--- src/rtl/cpu_trace_pkg.sv ---
// Shared definitions for the commit trace buffer.
// Holds the record kind and trace FSM encodings, plus the packed record
// layout (total width and field offsets) as functions of DW, AW and RW.
// Record layout, LSB first: reg | value | inst | addr | pc | inum | mem_re | kind
package cpu_trace_pkg;

    typedef enum logic [1:0] {
        OTHER = 2'd0,
        REGWR = 2'd1,
        STORE = 2'd2,
        HALT  = 2'd3
    } rec_kind_t;

    typedef enum logic [1:0] {
        ST_RUN     = 2'd0,
        ST_DRAIN   = 2'd1,
        ST_TIMEOUT = 2'd2,
        ST_DONE    = 2'd3
    } trace_state_t;

    localparam int INUM_W = 32;
    localparam int KIND_W = 2;

    function automatic int rec_w(input int dw, input int aw, input int rw);
        return KIND_W + 1 + INUM_W + 2 * aw + 2 * dw + rw;
    endfunction

    function automatic int off_reg();
        return 0;
    endfunction

    function automatic int off_value(input int rw);
        return rw;
    endfunction

    function automatic int off_inst(input int dw, input int rw);
        return rw + dw;
    endfunction

    function automatic int off_addr(input int dw, input int rw);
        return rw + 2 * dw;
    endfunction

    function automatic int off_pc(input int dw, input int aw, input int rw);
        return rw + 2 * dw + aw;
    endfunction

    function automatic int off_inum(input int dw, input int aw, input int rw);
        return rw + 2 * dw + 2 * aw;
    endfunction

    function automatic int off_mem_re(input int dw, input int aw, input int rw);
        return rw + 2 * dw + 2 * aw + INUM_W;
    endfunction

    function automatic int off_kind(input int dw, input int aw, input int rw);
        return rw + 2 * dw + 2 * aw + INUM_W + 1;
    endfunction

endpackage

--- src/rtl/sync_fifo.sv ---
// Synchronous FIFO with a registered head-of-queue output.
// Ports: clk, rst_n (sync, active-low); push/push_data write an entry,
// pop removes the head; pop_data is the current head (registered);
// full/empty are registered flags derived from pointers with an extra wrap bit.
// A push while full is dropped unless a pop happens in the same cycle.
module sync_fifo #(
    parameter int WIDTH = 8,
    parameter int DEPTH = 16
) (
    input  logic             clk,
    input  logic             rst_n,
    input  logic             push,
    input  logic [WIDTH-1:0] push_data,
    input  logic             pop,
    output logic [WIDTH-1:0] pop_data,
    output logic             full,
    output logic             empty
);

    localparam int PW = $clog2(DEPTH);

    logic [WIDTH-1:0] mem_r [DEPTH];
    logic [PW:0]      wptr_r;
    logic [PW:0]      rptr_r;
    logic [PW:0]      wptr_nxt_s;
    logic [PW:0]      rptr_nxt_s;
    logic             do_push_s;
    logic             do_pop_s;
    logic [WIDTH-1:0] head_s;

    // Next-pointer computation and the value the head register will hold next.
    always_comb begin
        do_pop_s   = pop & ~empty;
        do_push_s  = push & (~full | do_pop_s);
        wptr_nxt_s = do_push_s ? (wptr_r + {{PW{1'b0}}, 1'b1}) : wptr_r;
        rptr_nxt_s = do_pop_s  ? (rptr_r + {{PW{1'b0}}, 1'b1}) : rptr_r;
        // The next head may be the entry being written this very cycle.
        if (do_push_s && (wptr_r[PW-1:0] == rptr_nxt_s[PW-1:0])) begin
            head_s = push_data;
        end else begin
            head_s = mem_r[rptr_nxt_s[PW-1:0]];
        end
    end

    // Storage array write port (contents need no reset).
    always_ff @(posedge clk) begin
        if (do_push_s) begin
            mem_r[wptr_r[PW-1:0]] <= push_data;
        end
    end

    // Pointers, status flags and registered head output.
    always_ff @(posedge clk) begin
        if (!rst_n) begin
            wptr_r   <= '0;
            rptr_r   <= '0;
            full     <= 1'b0;
            empty    <= 1'b1;
            pop_data <= '0;
        end else begin
            wptr_r <= wptr_nxt_s;
            rptr_r <= rptr_nxt_s;
            empty  <= (wptr_nxt_s == rptr_nxt_s);
            full   <= (wptr_nxt_s[PW] != rptr_nxt_s[PW]) &&
                      (wptr_nxt_s[PW-1:0] == rptr_nxt_s[PW-1:0]);
            // Hold the last head when going empty so the output never glitches.
            if (wptr_nxt_s != rptr_nxt_s) begin
                pop_data <= head_s;
            end
        end
    end

endmodule

--- src/rtl/commit_trace_buffer.sv ---
// Retirement monitor tapped at the writeback stage of the 16-bit CPU.
// Ports: clk, rst_n (sync, active-low); commit_* describe the retiring
// instruction; rec_valid/rec_ready/rec_data stream packed trace records;
// inst_count/cycle_count are saturating counters; overflow/timeout are sticky;
// done is set once the run has ended and every record has been drained.
module commit_trace_buffer
    import cpu_trace_pkg::*;
#(
    parameter int DW          = 16,
    parameter int AW          = 16,
    parameter int RW          = 4,
    parameter int DEPTH       = 16,
    parameter int CYCLE_LIMIT = 100000
) (
    input  logic                        clk,
    input  logic                        rst_n,
    input  logic                        commit_valid,
    input  logic [AW-1:0]               commit_pc,
    input  logic [DW-1:0]               commit_inst,
    input  logic                        commit_reg_we,
    input  logic [RW-1:0]               commit_reg,
    input  logic [DW-1:0]               commit_reg_data,
    input  logic                        commit_mem_re,
    input  logic                        commit_mem_we,
    input  logic [AW-1:0]               commit_mem_addr,
    input  logic [DW-1:0]               commit_mem_data,
    input  logic                        commit_halt,
    output logic                        rec_valid,
    input  logic                        rec_ready,
    output logic [rec_w(DW, AW, RW)-1:0] rec_data,
    output logic [31:0]                 inst_count,
    output logic [31:0]                 cycle_count,
    output logic                        overflow,
    output logic                        timeout,
    output logic                        done
);

    localparam int REC_W    = rec_w(DW, AW, RW);
    localparam int O_REG    = off_reg();
    localparam int O_VALUE  = off_value(RW);
    localparam int O_INST   = off_inst(DW, RW);
    localparam int O_ADDR   = off_addr(DW, RW);
    localparam int O_PC     = off_pc(DW, AW, RW);
    localparam int O_INUM   = off_inum(DW, AW, RW);
    localparam int O_MEM_RE = off_mem_re(DW, AW, RW);
    localparam int O_KIND   = off_kind(DW, AW, RW);

    // Timeout fires on the edge where cycle_count becomes CYCLE_LIMIT.
    localparam logic [31:0] LIMIT_M1 = 32'(CYCLE_LIMIT - 1);
    localparam logic [31:0] SAT      = 32'hFFFF_FFFF;

    trace_state_t     state_r;
    rec_kind_t        kind_s;
    logic [REC_W-1:0] rec_s;
    logic             push_s;
    logic             pop_s;
    logic             drop_s;
    logic             fifo_full_s;
    logic             fifo_empty_s;

    // Classify the retiring instruction and pack its trace record.
    always_comb begin
        if (commit_halt) begin
            kind_s = HALT;
        end else if (commit_mem_we) begin
            kind_s = STORE;
        end else if (commit_reg_we) begin
            kind_s = REGWR;
        end else begin
            kind_s = OTHER;
        end
        rec_s                      = '0;
        rec_s[O_REG +: RW]         = commit_reg;
        rec_s[O_VALUE +: DW]       = (kind_s == STORE) ? commit_mem_data : commit_reg_data;
        rec_s[O_INST +: DW]        = commit_inst;
        rec_s[O_ADDR +: AW]        = commit_mem_addr;
        rec_s[O_PC +: AW]          = commit_pc;
        rec_s[O_INUM +: INUM_W]    = inst_count;
        rec_s[O_MEM_RE]            = commit_mem_re & commit_reg_we;
        rec_s[O_KIND +: KIND_W]    = kind_s;
    end

    assign rec_valid = ~fifo_empty_s;
    assign push_s    = commit_valid & (state_r == ST_RUN);
    assign pop_s     = rec_valid & rec_ready;
    assign drop_s    = push_s & fifo_full_s & ~pop_s;

    sync_fifo #(
        .WIDTH (REC_W),
        .DEPTH (DEPTH)
    ) u_fifo (
        .clk       (clk),
        .rst_n     (rst_n),
        .push      (push_s),
        .push_data (rec_s),
        .pop       (pop_s),
        .pop_data  (rec_data),
        .full      (fifo_full_s),
        .empty     (fifo_empty_s)
    );

    // Trace FSM with its counters and sticky status flags.
    always_ff @(posedge clk) begin
        if (!rst_n) begin
            state_r     <= ST_RUN;
            inst_count  <= 32'd0;
            cycle_count <= 32'd0;
            overflow    <= 1'b0;
            timeout     <= 1'b0;
            done        <= 1'b0;
        end else begin
            case (state_r)
                ST_RUN: begin
                    if (cycle_count != SAT) begin
                        cycle_count <= cycle_count + 32'd1;
                    end
                    // Dropped records still consume an instruction number.
                    if (commit_valid && (inst_count != SAT)) begin
                        inst_count <= inst_count + 32'd1;
                    end
                    if (drop_s) begin
                        overflow <= 1'b1;
                    end
                    if (commit_valid && commit_halt) begin
                        state_r <= ST_DRAIN;
                    end else if (cycle_count >= LIMIT_M1) begin
                        state_r <= ST_TIMEOUT;
                        timeout <= 1'b1;
                    end else begin
                        state_r <= ST_RUN;
                    end
                end
                ST_DRAIN, ST_TIMEOUT: begin
                    if (fifo_empty_s && !pop_s) begin
                        state_r <= ST_DONE;
                        done    <= 1'b1;
                    end
                end
                ST_DONE: begin
                    done <= 1'b1;
                end
                default: begin
                    state_r <= ST_RUN;
                end
            endcase
        end
    end

endmodule

--- config.mk ---
export PLATFORM = sky130hd
export DESIGN_NAME = commit_trace_buffer
export DESIGN_NICKNAME = d
export VERILOG_FILES = /design/src/rtl/cpu_trace_pkg.sv /design/src/rtl/sync_fifo.sv /design/src/rtl/commit_trace_buffer.sv
export SDC_FILE = /design/constraint.sdc
export NUM_CORES = 2
export LEC_CHECK = 0
export ABC_AREA = 1
export CAP_MARGIN = 30
export CORE_MARGIN = 4
export CORE_UTILIZATION = 55
export DETAILED_ROUTE_END_ITERATION = 6
export PLACE_DENSITY = 0.72
export RECOVER_POWER = 50
export SETUP_SLACK_MARGIN = 0.02
export SLEW_MARGIN = 15
export SYNTH_ARGS = -nofsm -noshare
export SYNTH_HDL_FRONTEND = slang
export SYNTH_SLANG_ARGS = --single-unit
--- constraint.sdc ---
create_clock -name clk -period 8 [get_ports clk]
set_clock_uncertainty 0.2 [all_clocks]
set_input_delay 1.2 -clock clk [delete_from_list [all_inputs] [get_ports clk]]
set_output_delay 1.2 -clock clk [all_outputs]
set_load 0.02 [all_outputs]
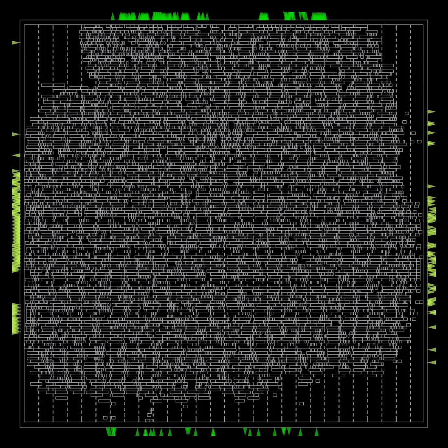
**Above:** placed standard cells.
Tap Count: 1930
utilization after layout: 0.623

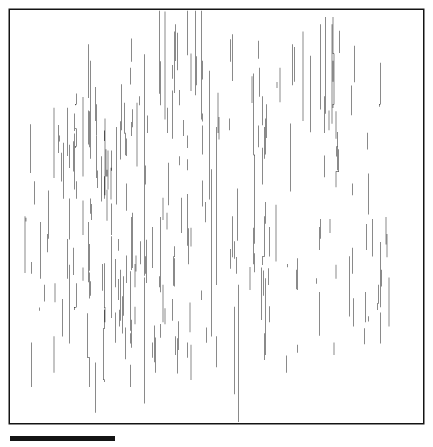
**Above:** signal wires on met4.
The bar under the picture is 100 um long.
nets with wire on the layer	117
wire length on this layer	8760 um

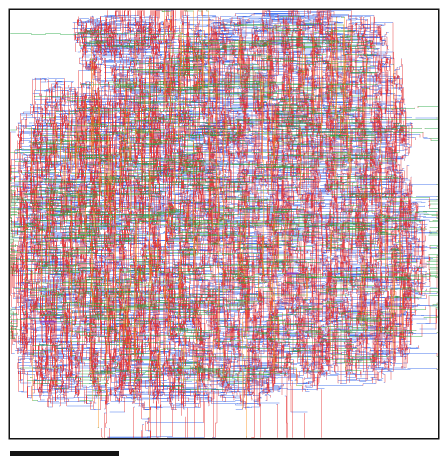
**Above:** wiring by layer.
The bar under the picture is 100 um long.
colour	layer	wire length
purple	metal 5	23.0 um
orange	metal 4	8760 um
red	metal 2	109 mm
blue	metal 1	91.6 mm
green	metal 3	27.5 mm

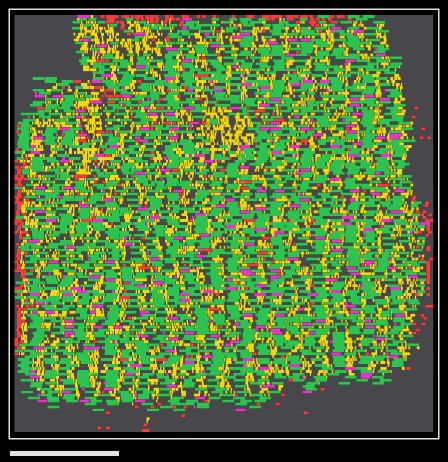
**Above:** placed cells, one colour a class.
The bar under the picture is 100 um long. Fill, decap, tap and diode cells in grey.
colour	class	cells
red	other buffers and delay cells	383
green	flops	1832
yellow	combinational and other logic	5593
magenta	clock drivers and dummy loads	345

==> impl_metrics.yaml <==
# implementation run metrics
global_route:
  grt_antenna_before_repair: 14
  grt_start_max_net_pins: 225
  vias_in_the_first_global_route: 57500
  grtUsageTotal: 0.297
  global_route.overflow_total: 0
  first_pass_grt_wire_length_um: 353000
job:
  timing.max_cap.violations: 13
  warning_count: 58
placed_design:
  dpl.hpwl_um: 116000
  placed_cells: 9730
  gp_congestion: 0.883
  io_buffer_count: 262
cells_and_area:
  synthToLayoutAreaGrowth_pct: 12.5
  nNetsFinal: 8095
  fillers: 11400
  final_design_area_no_fill_um2: 92000
  post_route_cells_drive_above_1_share: 0.0484
  finalNonFillerCells: 10100
critical_path:
  worst_setup_path_end_kind: "flip-flop"
  worst-path-max-fanout: 103
  critical_path_class: "input pin to flip-flop"
  critPathRequiredTime_ns: 8.07
  reg2reg_depth: 7
  timing.critical_path.from_type: "input pin"
  cp.arrival_ns: 6.46
synth:
  yosys-top-cells-count: "1728 x sky130_fd_sc_hd__nand2_1, 1648 x sky130_fd_sc_hd__edfxtp_1, 1626 x sky130_fd_sc_hd__nand3_1"
  top_cell_area_share: 0.605
  synth.yosys.warnings: 0
  post_synthesis_chip_area_from_yosys_um2: 81700
  ys_top_logic_family: "simple AND/OR/NAND/NOR gates"
  post_synth_fa_ha_maj_area_fraction: 0.00138
  synth.yosys.seq_area_share: 0.651
  topCellsByArea: "sky130_fd_sc_hd__edfxtp_1 61%, sky130_fd_sc_hd__nand3_1 10%, sky130_fd_sc_hd__nand2_1 7.9%, sky130_fd_sc_hd__nand3b_1 5.6%, sky130_fd_sc_hd__inv_1 5.3%"
  synth-cells-yosys: 7965
  flop_cell: "sky130_fd_sc_hd__edfxtp_1"
  unique_cell_type_count_in_the_yosys_netlist: 38
  post_synth_instance_area_um2: 81700
  compound_area_frac: 0.00892
  synth.mux.area_fraction: 0
  synthXorXnorAreaFrac: 0.00393
  synth_nets: 8066
  post_synth_and_or_nand_nor_area_fraction: 0.254
  netlist.top_cell.by_area: "sky130_fd_sc_hd__edfxtp_1"
  synthesis.area_per_instance_um2: 10.3
  ys.flops: 1832
  synth-async-reset-ratio: 0
  post_synth_inst_count: 7965
  synth-edff-count: 1648
  top_cell: "sky130_fd_sc_hd__nand2_1"
timing:
  worst-slew-pin-transition_ns: 4.55
  rsz0062_at_grt: "false"
  max_transition_viols_final: 428
  period_minus_slack_ns: 6.39
  finalHoldViolCount: 0
  layout_worst_path_cycle_share: 0.798
  slew_headroom: -2.03
  setup_total_negative_slack_ns: 0
  finalSetupViolations: 0
  max_freq_mhz: 157
routing:
  routed-via-count: 59700
  drtIter0Drc: 7668
  avgViaCountPerCell: 5.92
  drc: 0
  iteration_count_of_the_initial_detailed_routing_pass: 6
  overall_routed_net_length_um: 237000
  post_drt_wl_per_cell_um: 23.5
  antenna_left: 0
clock_network:
  total_setup_buffers_inserted_after_cts: 0
  h-tree-depth: 4
  cts.sink_count: 1832
  clock_tree_from_tritoncts: "done"
  ctsHoldBuffers: 0
  clk_pin_slew_ns: 0.06
  clock_latency_on_the_worst_skew_pair_ns: 0.80
  clock_root_cell: "sky130_fd_sc_hd__clkbuf_16"
  numCtsBuffers: 184
power_and_ir_drop:
  cellPowerDensity_nw_per_um2: 300
  vdd_drop_max_v: 0.000233
  leakagePower_nw: 37.1
  finalPower_w: 0.0276
die:
  top_ports: 263
  die_w_um: 394
  die_height_um: 394
  fp.dieArea_um2: 155000
  fp.coreArea_um2: 148000
  fp_util: 0.554
  placementRows: 141
outcome:
  outcome: "finished with violations"
  failed_checks: "capacitance limit, slew limit"
hold_path:
  worst_hold_path.num_cells: 2
## kinds of logic after synthesis
| family | after synthesis |
|---|---|
| buffers and inverters | 1696 |
| adder cells (fa/ha/maj) | 9 |
| AND-OR/OR-AND | 138 |
| XOR/XNOR | 35 |
| AND/OR/NAND/NOR | 4255 |
| flip-flops | 1832 |
## path summary, 6_finish.rpt
path                                    from                   end  slack (ns)
worst max register to register    state_r[0]  u_fifo.mem_r[11][31]        2.12
worst max-delay path            commit_valid  u_fifo.mem_r[11][31]        1.61
worst min register to register       timeout               timeout        0.26
worst min-delay path                 timeout               timeout        0.26
## cells in the final DEF (no fill, tap or decap), drive strengths merged
master         instances
or2                    1
a31oi                  3
nand2               1732
a211oi                 1
nor3                  34
xnor2                 11
a311oi                 1
diode                  4
nor3b                  4
dfxtp                184
nor2                 113
and2                   1
nand3               1628
o21bai                 3
nand4                120
clkbuf               293
nor4                   7
nand3b               612
clkinvlp               6
clkinv                56
clkdlybuf4s50         95
a21oi                 95
inv                 1160
dlygate4sd3          166
bufinv                13
o21ai                 34
edfxtp              1648
and3                   3
a21boi                 1
xor2                  24
buf                   95
ha                     9
## state kept, by name (all words and copies together), names as in the netlist
register         flops
cycle_count         32
done                 1
inst_count          32
overflow             1
state_r              2
timeout              1
u_fifo.empty         1
u_fifo.full          1
u_fifo.mem_r      1648
u_fifo.pop_data    103
u_fifo.rptr_r        5
u_fifo.wptr_r        5
## worst max-delay path, stage by stage
cell	delay [ns]
sky130_fd_sc_hd__dlygate4sd3_1	0.67
sky130_fd_sc_hd__nand2_1	0.21
sky130_fd_sc_hd__a21oi_1	0.67
sky130_fd_sc_hd__nand2_1	0.28
sky130_fd_sc_hd__nor2_4	0.13
sky130_fd_sc_hd__clkbuf_2	3.13
## power by group
group          internal, W  leakage (nW)  switching, W
clock network      0.00503          2.97       0.00361
logic              0.00214          17.3       0.00528
registers           0.0111          16.8      0.000369
total               0.0183          37.1       0.00926
## layer usage
metal / global-route usage / part of all wire / up-vias
li1: - / - / 26900
met1: 0.412 / 0.39 / 28700
met2: 0.468 / 0.46 / 3614
met3: 0.0568 / 0.12 / 573
met4: 0.115 / 0.037 / 4
met5: 0 / 0.000097 / -
## through the flow
stage	hold slack, ns	worst slack, ns
after global routing	0.294	1.54
after detailed placement	0.248	2.00
final	0.255	1.61
after floorplan	0.284	1.28
after CTS	0.257	2.83
after global placement	0.244	1.95
## area by class of cell
| cell class | instances | area, um^2 | area share |
|---|---|---|---|
| sequential | 1832 | 53200 | 0.578 |
| clock buffer | 266 | 5310 | 0.0578 |
| clock inverter | 79 | 757 | 0.00823 |
| inverter | 1156 | 4340 | 0.0472 |
| antenna | 4 | 10.0 | 0.000109 |
| tap | 1930 | 2410 | 0.0263 |
| timing repair buffer | 383 | 3930 | 0.0427 |
| multi-input combinational | 4437 | 22000 | 0.240 |
No activity file was given, so power comes from the tool's default toggle rates.
